[src/rtl/bus_decoder_fsm_if.sv]
// ---------------------------------------------------------------------------
// bus_decoder_fsm_if
//   Bundles the data-port master side (m_*) and the chip-select side (s_*)
//   of the registered address decoder.
//   master : view of the load/store unit plus the slave devices (drives
//            m_req/m_we/m_addr/m_wdata and s_rdata/s_ack).
//   slave  : view of the decoder itself (drives m_rdata/m_ack/m_err and
//            s_sel/s_we/s_addr/s_wdata).
// ---------------------------------------------------------------------------
interface bus_decoder_fsm_if #(
   parameter int NUM_SLAVES = 3,
   parameter int ADDR_W     = 32,
   parameter int DATA_W     = 32
);
   // master request / response
   logic                         m_req;
   logic                         m_we;
   logic [ADDR_W-1:0]            m_addr;
   logic [DATA_W-1:0]            m_wdata;
   logic [DATA_W-1:0]            m_rdata;
   logic                         m_ack;
   logic                         m_err;
   // slave chip-select channel
   logic [NUM_SLAVES-1:0]        s_sel;
   logic                         s_we;
   logic [ADDR_W-1:0]            s_addr;
   logic [DATA_W-1:0]            s_wdata;
   logic [NUM_SLAVES*DATA_W-1:0] s_rdata;
   logic [NUM_SLAVES-1:0]        s_ack;

   modport master (
      output m_req, m_we, m_addr, m_wdata, s_rdata, s_ack,
      input  m_rdata, m_ack, m_err, s_sel, s_we, s_addr, s_wdata
   );

   modport slave (
      input  m_req, m_we, m_addr, m_wdata, s_rdata, s_ack,
      output m_rdata, m_ack, m_err, s_sel, s_we, s_addr, s_wdata
   );
endinterface

[src/rtl/bus_decoder_fsm.sv]
// ---------------------------------------------------------------------------
// bus_decoder_fsm
//   Registered memory-map decoder between the core data port and
//   NUM_SLAVES memory-mapped devices. Each request is decoded against
//   inclusive per-slave windows, a one-hot chip select with a slave-relative
//   word address is driven, and the decoder waits for that slave's ack with
//   a timeout. Unmapped addresses and timeouts return an error response.
//
// Ports
//   clk       in   system clock, rising edge
//   rst_n     in   asynchronous active-low reset
//   bus       --   bus_decoder_fsm_if.slave (m_* request/response, s_* select)
//   err_count out  saturating count of error responses
// ---------------------------------------------------------------------------
module bus_decoder_fsm #(
   parameter int                           NUM_SLAVES = 3,
   parameter int                           ADDR_W     = 32,
   parameter int                           DATA_W     = 32,
   parameter logic [NUM_SLAVES*ADDR_W-1:0] SLV_BASE   = {32'h1001_002C, 32'h1001_0024, 32'h1001_0000},
   parameter logic [NUM_SLAVES*ADDR_W-1:0] SLV_LAST   = {32'h1001_003F, 32'h1001_002B, 32'h1001_0023},
   parameter int                           TIMEOUT    = 15
) (
   input  logic                 clk,
   input  logic                 rst_n,
   bus_decoder_fsm_if.slave     bus,
   output logic [7:0]           err_count
);

   localparam int IDX_W = (NUM_SLAVES > 1) ? $clog2(NUM_SLAVES) : 1;
   localparam int CNT_W = $clog2(TIMEOUT + 1);

   typedef enum logic [1:0] {IDLE, ACCESS, RESP} state_t;

   state_t             state;
   logic [IDX_W-1:0]   idx;
   logic [CNT_W-1:0]   cnt;

   // -------------------------------------------------------------------------
   // Address decode. Scanning from the top index down lets the lowest
   // matching window overwrite the others, so overlaps resolve to the
   // lowest index.
   // -------------------------------------------------------------------------
   logic               hit;
   logic [IDX_W-1:0]   hit_idx;
   logic [ADDR_W-1:0]  hit_waddr;

   always_comb begin
      hit       = 1'b0;
      hit_idx   = '0;
      hit_waddr = '0;
      for (int i = NUM_SLAVES-1; i >= 0; i--) begin
         if ((bus.m_addr >= SLV_BASE[i*ADDR_W +: ADDR_W]) &&
             (bus.m_addr <= SLV_LAST[i*ADDR_W +: ADDR_W])) begin
            hit       = 1'b1;
            hit_idx   = IDX_W'(i);
            hit_waddr = (bus.m_addr - SLV_BASE[i*ADDR_W +: ADDR_W]) >> 2;
         end
      end
   end

   // Ack and read data of the latched slave only; other acks are ignored.
   logic               sel_ack;
   logic [DATA_W-1:0]  sel_rdata;

   always_comb begin
      sel_ack   = 1'b0;
      sel_rdata = '0;
      for (int i = 0; i < NUM_SLAVES; i++) begin
         if (idx == IDX_W'(i)) begin
            sel_ack   = bus.s_ack[i];
            sel_rdata = bus.s_rdata[i*DATA_W +: DATA_W];
         end
      end
   end

   // -------------------------------------------------------------------------
   // Control FSM; every output is a register.
   // -------------------------------------------------------------------------
   always_ff @(posedge clk or negedge rst_n) begin
      if (!rst_n) begin
         state       <= IDLE;
         idx         <= '0;
         cnt         <= '0;
         bus.m_rdata <= '0;
         bus.m_ack   <= 1'b0;
         bus.m_err   <= 1'b0;
         bus.s_sel   <= '0;
         bus.s_we    <= 1'b0;
         bus.s_addr  <= '0;
         bus.s_wdata <= '0;
         err_count   <= '0;
      end else begin
         case (state)
            IDLE: begin
               bus.m_ack   <= 1'b0;
               bus.m_err   <= 1'b0;
               bus.m_rdata <= '0;
               if (bus.m_req) begin
                  if (hit) begin
                     idx         <= hit_idx;
                     bus.s_addr  <= hit_waddr;
                     bus.s_we    <= bus.m_we;
                     bus.s_wdata <= bus.m_wdata;
                     bus.s_sel   <= NUM_SLAVES'(1) << hit_idx;
                     cnt         <= '0;
                     state       <= ACCESS;
                  end else begin
                     // unmapped: answer straight away, never touch a slave
                     bus.m_ack <= 1'b1;
                     bus.m_err <= 1'b1;
                     state     <= RESP;
                  end
               end
            end

            ACCESS: begin
               // ack is tested before expiry so a last-cycle ack still wins
               if (sel_ack) begin
                  bus.m_rdata <= bus.s_we ? '0 : sel_rdata;
                  bus.m_err   <= 1'b0;
                  bus.m_ack   <= 1'b1;
                  bus.s_sel   <= '0;
                  bus.s_we    <= 1'b0;
                  state       <= RESP;
               end else if (cnt == CNT_W'(TIMEOUT - 1)) begin
                  bus.m_rdata <= '0;
                  bus.m_err   <= 1'b1;
                  bus.m_ack   <= 1'b1;
                  bus.s_sel   <= '0;
                  bus.s_we    <= 1'b0;
                  state       <= RESP;
               end else begin
                  cnt <= cnt + CNT_W'(1);
               end
            end

            RESP: begin
               bus.m_ack   <= 1'b0;
               bus.m_err   <= 1'b0;
               bus.m_rdata <= '0;
               if (bus.m_err && (err_count != 8'hFF))
                  err_count <= err_count + 8'd1;
               state <= IDLE;
            end

            default: state <= IDLE;
         endcase
      end
   end

endmodule
[src/flat_wrapper.sv]
// flat-port wrapper written by rule: the top's interface ports become plain ports
module bus_decoder_fsm_flat 
#(
   parameter int                           NUM_SLAVES = 3,
   parameter int                           ADDR_W     = 32,
   parameter int                           DATA_W     = 32,
   parameter logic [NUM_SLAVES*ADDR_W-1:0] SLV_BASE   = {32'h1001_002C, 32'h1001_0024, 32'h1001_0000},
   parameter logic [NUM_SLAVES*ADDR_W-1:0] SLV_LAST   = {32'h1001_003F, 32'h1001_002B, 32'h1001_0023},
   parameter int                           TIMEOUT    = 15
)
  (clk, rst_n, err_count, bus_m_req, bus_m_we, bus_m_addr, bus_m_wdata, bus_s_rdata, bus_s_ack, bus_m_rdata, bus_m_ack, bus_m_err, bus_s_sel, bus_s_we, bus_s_addr, bus_s_wdata);
  bus_decoder_fsm_if #(.NUM_SLAVES(NUM_SLAVES), .ADDR_W(ADDR_W), .DATA_W(DATA_W)) bus_i ();
  input  logic clk;
  input  logic rst_n;
  output logic [7:0] err_count;
  input wire logic [$bits(bus_i.m_req)-1:0] bus_m_req;
  input wire logic [$bits(bus_i.m_we)-1:0] bus_m_we;
  input wire logic [$bits(bus_i.m_addr)-1:0] bus_m_addr;
  input wire logic [$bits(bus_i.m_wdata)-1:0] bus_m_wdata;
  input wire logic [$bits(bus_i.s_rdata)-1:0] bus_s_rdata;
  input wire logic [$bits(bus_i.s_ack)-1:0] bus_s_ack;
  output wire logic [$bits(bus_i.m_rdata)-1:0] bus_m_rdata;
  output wire logic [$bits(bus_i.m_ack)-1:0] bus_m_ack;
  output wire logic [$bits(bus_i.m_err)-1:0] bus_m_err;
  output wire logic [$bits(bus_i.s_sel)-1:0] bus_s_sel;
  output wire logic [$bits(bus_i.s_we)-1:0] bus_s_we;
  output wire logic [$bits(bus_i.s_addr)-1:0] bus_s_addr;
  output wire logic [$bits(bus_i.s_wdata)-1:0] bus_s_wdata;
  assign bus_i.m_req = bus_m_req;
  assign bus_i.m_we = bus_m_we;
  assign bus_i.m_addr = bus_m_addr;
  assign bus_i.m_wdata = bus_m_wdata;
  assign bus_i.s_rdata = bus_s_rdata;
  assign bus_i.s_ack = bus_s_ack;
  assign bus_m_rdata = bus_i.m_rdata;
  assign bus_m_ack = bus_i.m_ack;
  assign bus_m_err = bus_i.m_err;
  assign bus_s_sel = bus_i.s_sel;
  assign bus_s_we = bus_i.s_we;
  assign bus_s_addr = bus_i.s_addr;
  assign bus_s_wdata = bus_i.s_wdata;
  bus_decoder_fsm #(.NUM_SLAVES(NUM_SLAVES), .ADDR_W(ADDR_W), .DATA_W(DATA_W), .SLV_BASE(SLV_BASE), .SLV_LAST(SLV_LAST), .TIMEOUT(TIMEOUT)) u_core (.clk(clk), .rst_n(rst_n), .bus(bus_i), .err_count(err_count));
endmodule
[config.mk]
export PLATFORM = sky130hd
export DESIGN_NAME = bus_decoder_fsm_flat
export DESIGN_NICKNAME = d
export VERILOG_FILES = /design/src/rtl/bus_decoder_fsm_if.sv /design/src/rtl/bus_decoder_fsm.sv /design/src/flat_wrapper.sv
export SDC_FILE = /design/constraint.sdc
export NUM_CORES = 1
export LEC_CHECK = 0
export CAP_MARGIN = 20
export CORE_MARGIN = 4
export CORE_UTILIZATION = 44
export CTS_BUF_LIST = sky130_fd_sc_hd__clkbuf_4
export DETAILED_ROUTE_END_ITERATION = 8
export PLACE_DENSITY = 0.81
export SKIP_LAST_GASP = 1
export SLEW_MARGIN = 30
export SYNTH_ARGS = -nofsm -noshare
export SYNTH_HDL_FRONTEND = slang
export SYNTH_SLANG_ARGS = --single-unit
[constraint.sdc]
create_clock -name clk -period 2.7 [get_ports clk]
set_clock_uncertainty 0.05 [all_clocks]
set_input_delay 0.54 -clock clk [delete_from_list [all_inputs] [get_ports clk]]
set_output_delay 0.54 -clock clk [all_outputs]
set_load 0.02 [all_outputs]
run_1/io_fan.png
Scale: 3 px per micron.
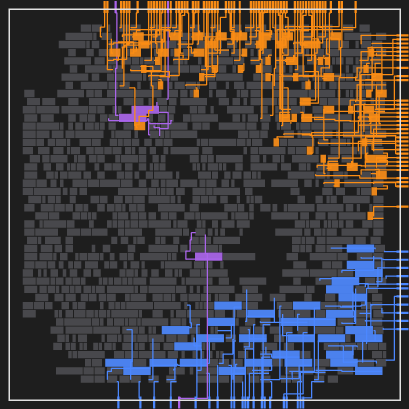
bus_s_wdata: marked blue, bits 32, direction output, end cells 32, wire 1020 microns. bus_s_sel: marked purple, bits 3, direction output, end cells 3, wire 204 microns. bus_s_rdata: marked orange, bits 96, direction input, end cells 64, wire 2440 microns.
io pins: 277
port bufs: 274

run_1/layer_met2.png
Scale: 3 px per micron.
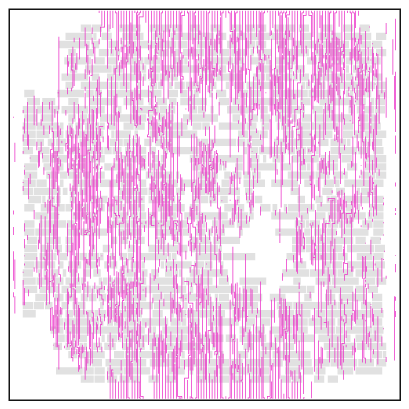
The layer carries 11200 microns of wire. The longest straight run is 45.2 microns. The layer holds 52% of the routed length. 1048 nets have wire on it. The wires run mostly vertical.
vias: 6462
Global Route met2 Usage: 0.429
total wire length: 21.7 mm

==> impl_metrics.csv, run 1 <==
group,metric,value,unit
status,status,"finished with violations",
status,violations,"setup timing",
drt,first_pass_iters,5,
finish,final_util,0.736,
setup_path,arrival,3.09,ns
floorplanning,die_w,130,microns
finish,comb_area,3500,sq um
floorplanning,chip_area,16900,sq um
global_route,grt.busiest_layer,"met2",
global_route,grt_max_degree,69,
power,p_seq,2.52,mW
power,p_switching,2.49,mW
setup_path,crit_chain,"clkdlybuf4s50_1 -> nor4_2 -> nand4_1 -> and2_4 -> o21bai_2 -> o32ai_4 -> o31a_4 -> buf_12 -> clkbuf_16 -> mux2_4",
finish,signal_buffers,383,
synth,async_flop_share,1.00,
finish,area_delta_synth_final,63.8,%
finish,lay_top_count,"clkdlybuf4s50_1",
setup_path,critical_path_class,"in2reg",
power,leakage,4.89,nW
worst_hold_path,hold_path_startpoint,"bus_m_addr[9]",
synth,aoi_share,0.172,
drt,drcViolationCount,0,
timing,setup_viol,26,
flow_run,tool_warnings,37,
timing,post-route-period-util,1.01,
power,power_leader,"combinational logic",
setup_path,endpoint,"u_core.bus.s_wdata[23]$_DFFE_PN0P_",
setup_path,cp_max_fo,7,
synth,top_cell,"dfrtp_1",
clock_tree,cts-htree-levels,4,
global_route,met1_usage,0.299,
synth,synthTopCellsByArea,"dfrtp_1 44%, mux2_4 5.7%, nand2_1 5.7%",
timing,timing.hold.ws,0.246,ns
synth,ys_sh_xor,0.0134,
finish,n_antenna_cell,1,
global_route,gr-total-overflow,0,
timing,fmax,366,MHz
floorplanning,initial_core_util,0.449,
setup_path,cp_slowest_cell,"clkdlybuf4s50_1",
timing,hold_viol,0,
worst_hold_path,hp-class,"in2reg",
setup_path,critPathMaxStageDelay,0.47,ns
synth,ys_seq_frac,0.445,
finish,comb_area_frac,0.327,
clock_tree,cts_root_buffer,"clkbuf_4",
synth,adder_share,0.0268,
synth,syn-cell-area,6530,sq um
timing,relSlewSlack,0.651,
finish,nMultiInputCombCells,495,
floorplanning,row_count,44,
global_route,grt_pass1_wl,32.5,mm
timing,fin_ws,-0.0302,ns
timing,min_period,2.73,ns
run_1/detail.png
Region (87, 87) to (107, 107) microns. Cells in gray, sequential cells in the stronger gray; small squares are vias.
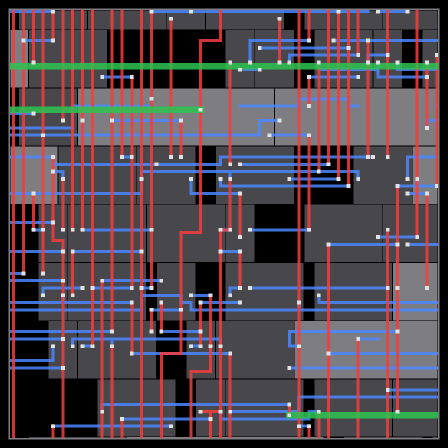
metal 3: marked green. metal 2: marked red. metal 1: marked blue.
Most frequent: clkdlybuf4s50_1 (11), nand2_1 (5), mux2i_1 (4). Sequential cells in the window: 3. 33 logic cells have their middle in the window. Netlist names of flops here include u_core.bus.m_rdata (3).

run_1/wires.png
Scale: 4 px per micron. Only two layers are drawn.
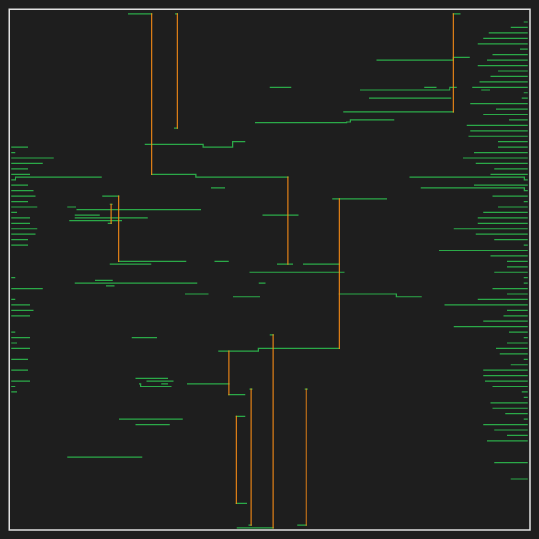
metal 4: marked orange, wire length 322 microns. metal 3: marked green, wire length 1440 microns.
Global Route Usage Sum: 0.243
detailed-route wire length per cell: 17.7 microns

run_1/clocks.png
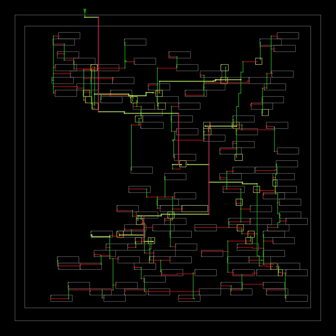

==> inputs of run 2 (changes only) <==
--- a/config.mk
+++ b/config.mk
@@ -16,3 +16,4 @@
 export SYNTH_ARGS = -nofsm -noshare
 export SYNTH_HDL_FRONTEND = slang
 export SYNTH_SLANG_ARGS = --single-unit
+export TNS_END_PERCENT = 30
run_2/clocks.png
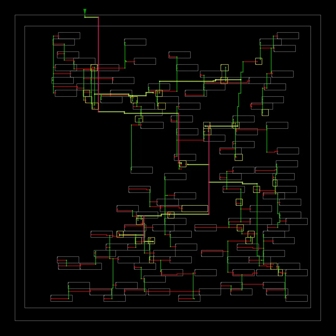
CTS Buf Count: 17
Clk. pwr: 1.19 mW
Clock Sink Count: 116

run_2/wires.png
Scale: 4 px per micron. Only two layers are drawn.
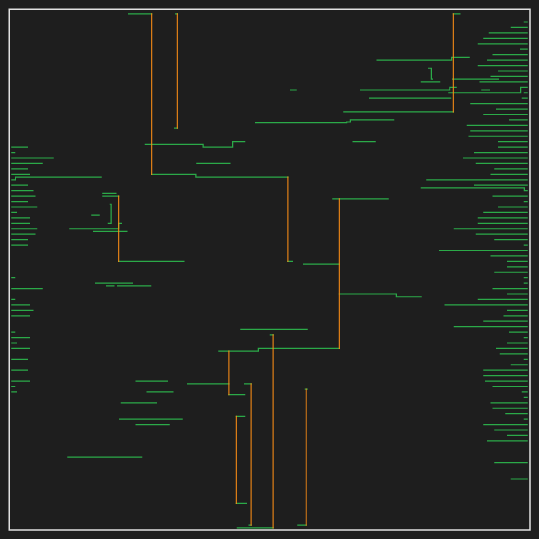
metal 3: marked green, wire length 1360 microns. metal 4: marked orange, wire length 318 microns.
vias: 6411
detailed-route wire length per cell: 17.7 microns

==> run 2 against run 1 <==
- the run still ends with setup timing left
- largest cell class unchanged
- core utilization shrank 0.095 points
- worst setup slack got worse by 0.0059 ns
- sequential power is essentially flat
- wire length down 0.17%
==> impl_metrics.csv, run 2 <==
group,metric,value,unit
status,status,"finished with violations",
status,violations,"setup timing",
floorplanning,row_count,44,
power,p_seq,2.52,mW
finish,final_util,0.735,
timing,min_period,2.74,ns
setup_path,arrival,3.10,ns
synth,syn-cell-area,6530,sq um
synth,adder_share,0.0268,
global_route,grt_use_total,0.243,
synth,top_cell,"dfrtp_1",
floorplanning,initial_core_util,0.449,
flow_run,tool_warnings,36,
synth,async_flop_share,1.00,
synth,ys_seq_frac,0.445,
power,leakage,4.89,nW
setup_path,cp_slowest_cell,"clkdlybuf4s50_1",
global_route,grt.busiest_layer,"met2",
timing,hold_viol,0,
timing,setup_viol,23,
finish,signal_buffers,383,
global_route,gr-total-overflow,0,
floorplanning,chip_area,16900,sq um
floorplanning,die_w,130,microns
clock_tree,cts_root_buffer,"clkbuf_4",
floorplanning,io_pins,277,
drt,wl,21.7,mm
place,io_buffers,274,
synth,ys_sh_xor,0.0134,
setup_path,cp_max_fo,7,
finish,area_delta_synth_final,63.6,%
timing,fmax,365,MHz
power,power_leader,"combinational logic",
drt,drcViolationCount,0,
synth,aoi_share,0.172,
global_route,met1_usage,0.298,
finish,comb_area_frac,0.327,
timing,fin_ws,-0.0361,ns
power,p_switching,2.48,mW
timing,relSlewSlack,0.649,
synth,synthTopCellsByArea,"dfrtp_1 44%, mux2_4 5.7%, nand2_1 5.7%",
clock_tree,cts-htree-levels,4,
finish,lay_top_count,"clkdlybuf4s50_1",
setup_path,endpoint,"u_core.bus.s_wdata[23]$_DFFE_PN0P_",
finish,comb_area,3490,sq um
setup_path,critical_path_class,"in2reg",
timing,post-route-period-util,1.01,
global_route,grt_pass1_wl,32.5,mm
worst_hold_path,hold_path_startpoint,"bus_m_addr[9]",
No activity file was given, so power comes from the tool's default toggle rates.
